**Run 1: cell sizes after repair**

Scale bar: 20 um.
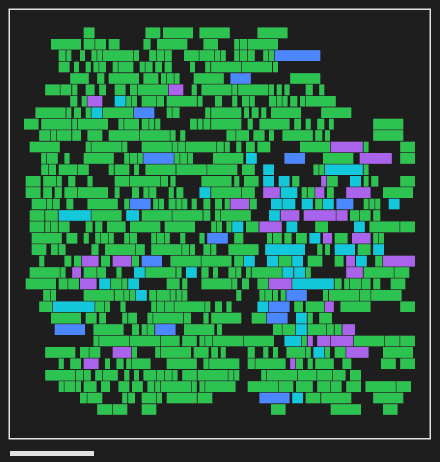
**Run 1: clock wires, drivers and flops**

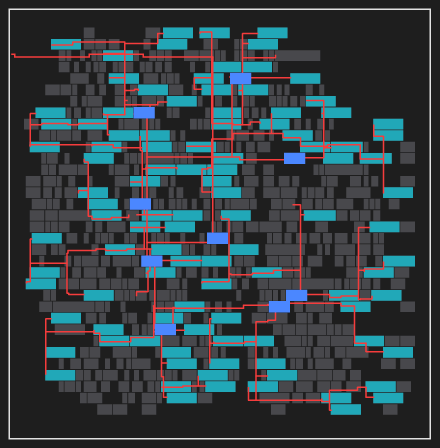
**Run 1: cell outlines without signal wires**

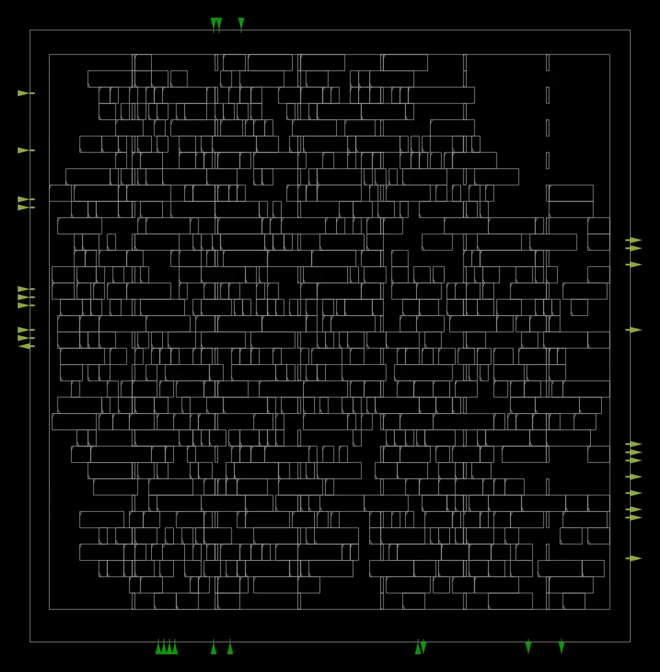
### src/rtl/watch_display.sv
// watch_display: multiplexed 6-digit HH.MM.SS driver for a 7-segment display.
// Binary time is snapshotted at each frame boundary and converted to BCD by
// repeated subtraction. The result is held in pending registers and moves to
// the display registers at the next frame boundary, so each scanned frame
// always shows one coherent time.
module watch_display #(
    parameter int unsigned SCAN_DIV   = 4,
    parameter bit          ACTIVE_LOW = 1'b0,
    parameter bit          DP_EN      = 1'b1
) (
    input  logic       clk,
    input  logic       reset,
    input  logic [5:0] seconds,
    input  logic [5:0] minutes,
    input  logic [4:0] hours,
    output logic [6:0] seg,
    output logic       dp,
    output logic [5:0] an,
    output logic       err,
    output logic       busy
);

    localparam int unsigned DIV_W = (SCAN_DIV > 1) ? $clog2(SCAN_DIV) : 1;
    localparam logic [DIV_W-1:0] DIV_LAST = DIV_W'(SCAN_DIV - 1);
    localparam logic [6:0] SEG_DASH = 7'h40;
    localparam logic [6:0] SEG_ZERO = 7'h3F;

    typedef enum logic [2:0] {
        IDLE,
        CONV_S,
        CONV_M,
        CONV_H,
        UPDATE
    } state_t;

    state_t           state;
    logic [DIV_W-1:0] div;
    logic [2:0]       idx;

    // Digit registers, index 0 = seconds ones ... index 5 = hours tens.
    logic [5:0][3:0]  disp;
    logic [5:0][3:0]  pend;
    logic             pend_err;

    // Conversion working registers, loaded from the snapshot at the frame boundary.
    logic [5:0]       s_w;
    logic [5:0]       m_w;
    logic [4:0]       h_w;
    logic [2:0]       s_t;
    logic [2:0]       m_t;
    logic [1:0]       h_t;
    logic [3:0]       s_o;
    logic [3:0]       m_o;
    logic [3:0]       h_o;
    logic             rng;

    logic             fb;
    logic [2:0]       idx_c;
    logic             err_c;
    logic [3:0]       digit_c;
    logic [6:0]       seg_c;
    logic             dp_c;
    logic [5:0]       an_c;

    function automatic logic [6:0] seg_code(input logic [3:0] d);
        logic [6:0] s;
        case (d)
            4'd0:    s = 7'h3F;
            4'd1:    s = 7'h06;
            4'd2:    s = 7'h5B;
            4'd3:    s = 7'h4F;
            4'd4:    s = 7'h66;
            4'd5:    s = 7'h6D;
            4'd6:    s = 7'h7D;
            4'd7:    s = 7'h07;
            4'd8:    s = 7'h7F;
            4'd9:    s = 7'h6F;
            default: s = 7'h00;
        endcase
        return s;
    endfunction

    assign fb = (idx == 3'd5) && (div == DIV_LAST);

    // Next-cycle digit view: outputs are registered, so they are built from the
    // values idx and the display registers will hold after this edge.
    always_comb begin
        idx_c = idx;
        if (div == DIV_LAST) begin
            idx_c = (idx == 3'd5) ? 3'd0 : idx + 3'd1;
        end
        err_c   = fb ? pend_err : err;
        digit_c = fb ? pend[idx_c] : disp[idx_c];
        seg_c   = err_c ? SEG_DASH : seg_code(digit_c);
        dp_c    = !err_c && DP_EN && ((idx_c == 3'd2) || (idx_c == 3'd4));
        an_c    = 6'b000001 << idx_c;
    end

    // Scan counter, display registers and pin outputs.
    always_ff @(posedge clk) begin
        if (!reset) begin
            div  <= '0;
            idx  <= '0;
            disp <= '0;
            err  <= 1'b0;
            seg  <= SEG_ZERO ^ {7{ACTIVE_LOW}};
            dp   <= ACTIVE_LOW;
            an   <= 6'b000001 ^ {6{ACTIVE_LOW}};
        end else begin
            div <= (div == DIV_LAST) ? '0 : div + DIV_W'(1);
            idx <= idx_c;
            if (fb) begin
                disp <= pend;
                err  <= pend_err;
            end
            seg <= seg_c ^ {7{ACTIVE_LOW}};
            dp  <= dp_c ^ ACTIVE_LOW;
            an  <= an_c ^ {6{ACTIVE_LOW}};
        end
    end

    // Snapshot and iterative binary-to-BCD conversion, one subtraction per cycle.
    always_ff @(posedge clk) begin
        if (!reset) begin
            state    <= IDLE;
            busy     <= 1'b0;
            pend     <= '0;
            pend_err <= 1'b0;
            s_w      <= '0;
            m_w      <= '0;
            h_w      <= '0;
            s_t      <= '0;
            m_t      <= '0;
            h_t      <= '0;
            s_o      <= '0;
            m_o      <= '0;
            h_o      <= '0;
            rng      <= 1'b0;
        end else begin
            case (state)
                IDLE: begin
                    if (fb) begin
                        s_w   <= seconds;
                        m_w   <= minutes;
                        h_w   <= hours;
                        s_t   <= '0;
                        m_t   <= '0;
                        h_t   <= '0;
                        rng   <= (seconds > 6'd59) || (minutes > 6'd59) || (hours > 5'd23);
                        busy  <= 1'b1;
                        state <= CONV_S;
                    end
                end
                CONV_S: begin
                    if (s_w >= 6'd10) begin
                        s_w <= s_w - 6'd10;
                        s_t <= s_t + 3'd1;
                    end else begin
                        s_o   <= s_w[3:0];
                        state <= CONV_M;
                    end
                end
                CONV_M: begin
                    if (m_w >= 6'd10) begin
                        m_w <= m_w - 6'd10;
                        m_t <= m_t + 3'd1;
                    end else begin
                        m_o   <= m_w[3:0];
                        state <= CONV_H;
                    end
                end
                CONV_H: begin
                    if (h_w >= 5'd10) begin
                        h_w <= h_w - 5'd10;
                        h_t <= h_t + 2'd1;
                    end else begin
                        h_o   <= h_w[3:0];
                        state <= UPDATE;
                    end
                end
                UPDATE: begin
                    pend     <= {4'(h_t), h_o, 4'(m_t), m_o, 4'(s_t), s_o};
                    pend_err <= rng;
                    busy     <= 1'b0;
                    state    <= IDLE;
                end
                default: begin
                    busy  <= 1'b0;
                    state <= IDLE;
                end
            endcase
        end
    end

endmodule

### config.mk
export PLATFORM = sky130hd
export DESIGN_NAME = watch_display
export DESIGN_NICKNAME = d
export VERILOG_FILES = /design/src/rtl/watch_display.sv
export SDC_FILE = /design/constraint.sdc
export NUM_CORES = 1
export LEC_CHECK = 0
export CAP_MARGIN = 20
export CORE_AREA = 3 3 97 99
export CTS_BUF_LIST = sky130_fd_sc_hd__clkbuf_8
export CTS_CLUSTER_SIZE = 25
export DETAILED_ROUTE_END_ITERATION = 8
export DIE_AREA = 0 0 100 102
export HOLD_SLACK_MARGIN = 0.05
export PLACE_DENSITY = 0.77
export SETUP_SLACK_MARGIN = 0.05
export SYNTH_ARGS = -nofsm -noshare
export SYNTH_HDL_FRONTEND = slang
export SYNTH_SLANG_ARGS = --single-unit
### constraint.sdc
create_clock -name clk -period 2.6 [get_ports clk]
set_clock_uncertainty 0.2 [all_clocks]
set_input_delay 0.26 -clock clk [delete_from_list [all_inputs] [get_ports clk]]
set_output_delay 0.26 -clock clk [all_outputs]
set_load 0.03 [all_outputs]
==> results_dict.tcl, run 1 <==
# yosys + openroad results
set metrics [dict create \
    run_status "finished, final reports clean" \
    post_synthesis_instance_total 554 \
    io_pins 35 \
    hold_path_startpoint "pend[10]$_SDFFE_PN0N_" \
    post_cts_buffers 0 \
    seq_power_uw 1600 \
    route.vias.total 3981 \
    stdcell_count 714 \
    postSynthNetCount 584 \
    remaining_antenna_violation_count_after_routing 0 \
    aoi_share 0.213 \
    final_hpwl_from_detailed_placement_um 7550 \
    ant_cells 0 \
    wl_met1_um 4620 \
    worstSetupPathDepth 12 \
    detail_route.wl_per_cell_um 14.4 \
    timing.critical_path.cells "ha_4 > buf_6 > nor2_4 > a221oi_1 > a211o_1 > a41o_1 > inv_1 > ha_1 > inv_1 > nand3_1 > o22ai_1 > a211o_1" \
    cp-endpoint "seg[6]$_SDFF_PN0_" \
    grt_remaining_overflow 0 \
    placeableCoreArea_um2 8640 \
    clkTransAtPathRegs_ns 0.10 \
    crit_family "AND-OR/OR-AND gates" \
    syn_area_per_cell_um2 8.47 \
    setup_failing_eps_final 0 \
    comb_area_um2 2410 \
    cp-start-kind "flip-flop" \
    comb_area_share 0.435 \
    register_area_um2 2070 \
    finalMaxSlewViolations 0 \
    met3_length_um 426 \
    stage_log_warnings 31 \
    globalRoute.busiestLayer "met2" \
    non_clock_buffer_area_share 0.119 \
    drv.max_cap_violation_count 0 \
    grt_util_met3 0.0389 \
    crit_path_max_incr_delay_ns 0.35 \
    post-route-cell-area_um2 5550 \
    layout_top_cell_excl_fill_tap "nand2_1" \
    layout_worst_path_cycle_share 0.961 \
    yosys-top-cells-area "dfxtp_1, nand2_1, a21oi_1, nor2_1, mux2i_1" \
    hold-path-cell-count 2 \
    grt_pass1_vias 3684 \
    hold_path_class "reg -> reg" \
    timing_worst_slew_pin_value_ns 0.753 \
    top_cell_area_share 0.439 \
    crit_fanout 7 \
    ctsRootBufferMaster "clkbuf_8" \
    yosysTopAreaCell "dfxtp_1" \
    synth_dominant_cell_count "nand2_1" \
    max_clock_freq_mhz 400 \
    final_cell_mix "nand2_1, dfxtp_1, a21oi_1, nor2_1, clkdlybuf4s50_1" \
    timing.hold.worst_endpoint "disp[10]$_SDFFE_PN0N_" \
    synthFlopType "dfxtp_1" \
    critical_path.reg2reg.endpoint "seg[6]$_SDFF_PN0_" \
    switching_power_uw 682 \
    netlist_top_cells_count "nand2_1, dfxtp_1, a21oi_1" \
    count_of_multi_input_combinational_gates 397 \
    cts.repair.resized 3 \
    synthDistinctLibCells 72 \
    dpl.cell_count 698 \
    yosys.stat.seqShare 0.439 \
    global_route.usage.met2 0.344 \
    ffs_w_async_s_r_synth 0 \
    cts_made_buffers 9 \
    numSynthFlops 103 \
    tapcell.inserted 108 \
    crit_path_start "div[0]$_SDFF_PP0_" \
    yosys_area_um2 4690 \
    reg2reg_from "div[0]$_SDFF_PP0_" \
    final_net_count 631 \
    total_leakage_power_uw 0.00207 \
    logic_family "simple AND/OR/NAND/NOR gates" \
    fp_util 0.543 \
    tns_ns 0 \
    path_class "reg -> reg" \
    initialDrtViolationCount 197 \
    cp-end-kind "flip-flop" \
    n_clock_buffer 10 \
    hold_ws_ns 0.247 \
    ys_warn_count 0 \
    die_y_um 102 \
    postPlaceCellArea_um2 5300 \
    dominant-cell-class "multi-input combinational cells" \
    critPathArrivalTime_ns 2.56 \
    reg2regPathDepth 12 \
    numClockSinks 103 \
    slew_headroom 0.498 \
    cts_hold_buffers 0 \
    worst_supply_voltage_drop_on_vdd_mv 0.218 \
    fa_ha_area_frac 0.0293 \
    placer_s_final_routability_congestion_estimate 0.897 \
    report.power.total_uw 2870 \
    routed_wirelength_um 10200 \
    detailedPlace.worstSlack_ns -0.0314 \
    powerComb_uw 266 \
    clock_tree.htree_level_count 3 \
    syn-cell-area_um2 4690 \
    grtUsageTotal 0.207 \
    area_of_the_die_um2 10200 \
    critical_path.n_buffers_inverters 3 \
    power.combinational.fraction 0.093 \
    top_power_group "sequential cells" \
    via_per_inst 5.58 \
    share_of_cells_above_drive_strength_1 0.150 \
    antenna_found_initial 0 \
    detail_route.first_pass.iterations 4 \
    grt_start_max_net_pins 50 \
    seq_power_share 0.558 \
    rsz0062_at_grt "true" \
    worstPathRequired_ns 2.66 \
    clock_area_frac 0.0361 \
    cell_internal_power_dissipation_uw 2190 \
    largest_registers "disp (20), pend (20), seg (7)" \
    die_w_um 100 \
    post-route-min-period_ns 2.50 \
    and_or_nand_nor_area_frac 0.221 \
    power_density_nw_per_um2 518 \
    timing.final.hold_violations 0 \
    top_signal_layer_used "met4" \
    buffer_ports.inserted 34 \
    p_sw_frac 0.237 \
    fraction_of_synthesized_cell_area_in_xor_and_xnor_cells 0.00907 \
    worst_case_register_to_register_setup_slack_ns 0.10 \
    wl_met2_um 4930 \
    cts_max_path_buffers 2 \
]
Notes on 'cell sizes after repair' above:
x6 and larger: drawn in blue, cells 15, most used clkbuf_8. x2: drawn in purple, cells 32, most used dfxtp_2. x1 and smaller: drawn in green, cells 515, most used nand2_1. x3 and x4: drawn in cyan, cells 44, most used buf_4.
Final WS setup: 0.102 ns
Layout Area Growth over Synthesis: 18.2%
count of buffers not belonging to the clock network in the layout: 71

Notes on 'clock wires, drivers and flops' above:
flip-flops: drawn in cyan, count 103. clock-net drivers: drawn in blue, count 9. clock wires: drawn in red, length 1130 um.
Position of the flops: all over the die. There are 10 routed clock nets.
Clock net power: 1000 uW
clock latency reported for the late side of the worst-skew pair: 0.36 ns
Clk pwr share: 0.349

Notes on 'cell outlines without signal wires' above:
fin util: 0.642
registers: 103
tally of filler cells in the layout: 725
flop share of the area: 0.373

**Run 1: register map, names as in the netlist**

Scale bar: 20 um.
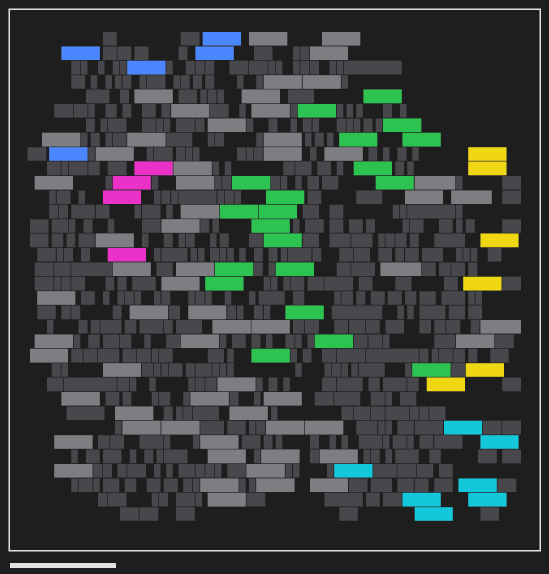

==> run 1 -> run 2 <==
--- a/config.mk
+++ b/config.mk
@@ -12,6 +12,7 @@
 export DETAILED_ROUTE_END_ITERATION = 8
 export DIE_AREA = 0 0 100 102
 export HOLD_SLACK_MARGIN = 0.05
+export MAX_ROUTING_LAYER = met4
 export PLACE_DENSITY = 0.77
 export SETUP_SLACK_MARGIN = 0.05
 export SYNTH_ARGS = -nofsm -noshare
**Run 2: register map, names as in the netlist**

Scale bar: 20 um.
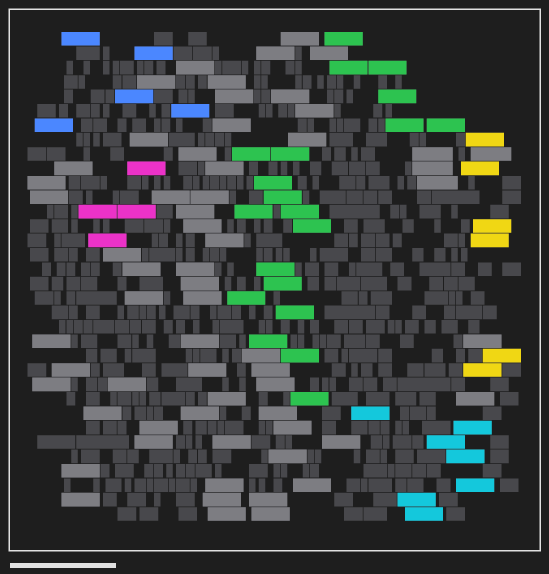
seg: drawn in cyan, sequential cells 7, where lower right. h_w: drawn in blue, sequential cells 5, where upper left. disp: drawn in green, sequential cells 20. m_o: drawn in magenta, sequential cells 4. an: drawn in yellow, sequential cells 6.
Another 61 sequential cells are not coloured.
power dissipated in sequential cells: 1600 uW
area occupied by registers: 2070 um^2

==> run 2 against run 1 <==
Sequential power about the same. Clock power is 6% lower. Total power is 1.8% lower. Critical endpoint unchanged. Synthesized cell count unchanged. First-iteration DRC count down 27%. Highest routed layer unchanged. Worst setup slack barely moved. Largest cell class unchanged. Count of clock-buffer cells in the layout down 1.
==> results_dict.tcl, run 2 <==
# yosys + openroad results
set metrics [dict create \
    wl_met2_um 5220 \
    clock_tree.htree_level_count 3 \
    grt_start_max_net_pins 25 \
    nFlopsAndLatches 103 \
    crit_path_start "div[0]$_SDFF_PP0_" \
    hold_path_class "reg -> reg" \
    io_pins 35 \
    numClockSinks 103 \
    comb_area_um2 2430 \
    power.combinational.fraction 0.098 \
    clkTransAtPathRegs_ns 0.10 \
    critPathArrivalTime_ns 2.56 \
    worstSetupPathDepth 11 \
    postPlaceCellArea_um2 5320 \
    fp_util 0.543 \
    route.vias.total 4003 \
    syn_area_per_cell_um2 8.47 \
    cts.repair.resized 5 \
    non_clock_buffer_area_share 0.126 \
    hold_path_startpoint "div[0]$_SDFF_PP0_" \
    worst_skew_pair.late_latency_ns 0.36 \
    final_cell_mix "nand2_1, dfxtp_1, a21oi_1, nor2_1, buf_4" \
    synthFlopType "dfxtp_1" \
    post-route-min-period_ns 2.50 \
    syn-cell-area_um2 4690 \
    buffers 80 \
    crit_path_max_incr_delay_ns 0.49 \
    power_clock_uw 941 \
    clock_power_share 0.333 \
    final_hpwl_from_detailed_placement_um 7720 \
    top_signal_layer_used "met4" \
    power_density_nw_per_um2 505 \
    total_leakage_power_uw 0.00210 \
    aoi_share 0.213 \
    switching_power_uw 730 \
    post-route-cell-area_um2 5590 \
    via_per_inst 5.54 \
    netlist_top_cells_count "nand2_1, dfxtp_1, a21oi_1" \
    synth_dominant_cell_count "nand2_1" \
    global_route_met1_utilization 0.276 \
    cts_made_buffers 9 \
    postSynthNetCount 584 \
    seq_power_share 0.569 \
    critical_path.n_buffers_inverters 2 \
    reg2regPathDepth 11 \
    ctsRootBufferMaster "clkbuf_8" \
    finalMaxSlewViolations 0 \
    ant_cells 0 \
    synthDistinctLibCells 72 \
    post_synthesis_instance_total 554 \
    detail_route.first_pass.iterations 4 \
    stage_log_warnings 31 \
    top_power_group "sequential cells" \
    wl_met1_um 4610 \
    dpl.cell_count 704 \
    initialDrtViolationCount 144 \
    area.growth.synth_to_final_pct 19.0 \
    die_w_um 100 \
    run_status "finished, final reports clean" \
    count_of_multi_input_combinational_gates 397 \
    max_clock_freq_mhz 400 \
    cp-endpoint "seg[6]$_SDFF_PN0_" \
    tapcell.inserted 108 \
    share_of_cells_above_drive_strength_1 0.167 \
    die_y_um 102 \
    globalRoute.busiestLayer "met2" \
    ys_warn_count 0 \
    cp-end-kind "flip-flop" \
    reg2reg_from "div[0]$_SDFF_PP0_" \
    layout_top_cell_excl_fill_tap "nand2_1" \
    yosys-top-cells-area "dfxtp_1, nand2_1, a21oi_1, nor2_1, mux2i_1" \
    hold-path-cell-count 1 \
    met3_length_um 418 \
    timing_worst_slew_pin_value_ns 0.725 \
    cts_max_path_buffers 2 \
    tns_ns 0 \
    crit_fanout 8 \
    cp-start-kind "flip-flop" \
    powerComb_uw 277 \
    cell_internal_power_dissipation_uw 2090 \
    buffer_ports.inserted 34 \
    report.power.total_uw 2820 \
    worst_case_register_to_register_setup_slack_ns 0.10 \
    routed_wirelength_um 10500 \
    yosysTopAreaCell "dfxtp_1" \
    logic_family "simple AND/OR/NAND/NOR gates" \
    placeableCoreArea_um2 8640 \
    seq-cell-share 0.370 \
    worst_supply_voltage_drop_on_vdd_mv 0.324 \
    global_route.usage.met2 0.378 \
    fa_ha_area_frac 0.0293 \
    remaining_antenna_violation_count_after_routing 0 \
    ffs_w_async_s_r_synth 0 \
    detail_route.wl_per_cell_um 14.5 \
    top_cell_area_share 0.439 \
    timing.critical_path.cells "ha_4 > or4b_4 > nand2_2 > buf_4 > a221oi_4 > nor2_2 > ha_1 > inv_1 > nand3_1 > o22ai_1 > a211o_1" \
    slew_headroom 0.517 \
    layout_worst_path_cycle_share 0.961 \
    timing.hold.worst_endpoint "div[0]$_SDFF_PP0_" \
    final_ws_setup_ns 0.101 \
    drv.max_cap_violation_count 0 \
    critical_path.reg2reg.endpoint "seg[6]$_SDFF_PN0_" \
    grt_remaining_overflow 0 \
    cts_hold_buffers 0 \
    path_class "reg -> reg" \
    p_sw_frac 0.259 \
    timing.final.hold_violations 0 \
    final_net_count 640 \
    crit_family "simple AND/OR/NAND/NOR gates" \
    area_of_the_die_um2 10200 \
    nFillCells 739 \
    placer_s_final_routability_congestion_estimate 0.904 \
    yosys.stat.seqShare 0.439 \
    setup_failing_eps_final 0 \
    n_clock_buffer 9 \
    post_cts_buffers 2 \
    numSynthFlops 103 \
    grt_util_met3 0.0328 \
    fraction_of_synthesized_cell_area_in_xor_and_xnor_cells 0.00907 \
    and_or_nand_nor_area_frac 0.221 \
    grt_pass1_vias 3789 \
    grtUsageTotal 0.223 \
]
**Run 2: cell outlines without signal wires**

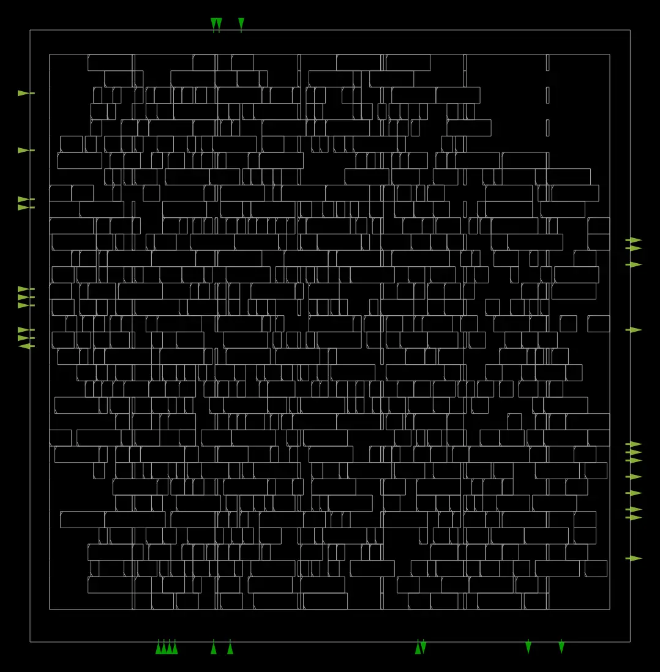
post-route non-filler standard cell count: 723
fin util: 0.647

Power figures rest on the tool's default switching activity, not on a simulated workload.
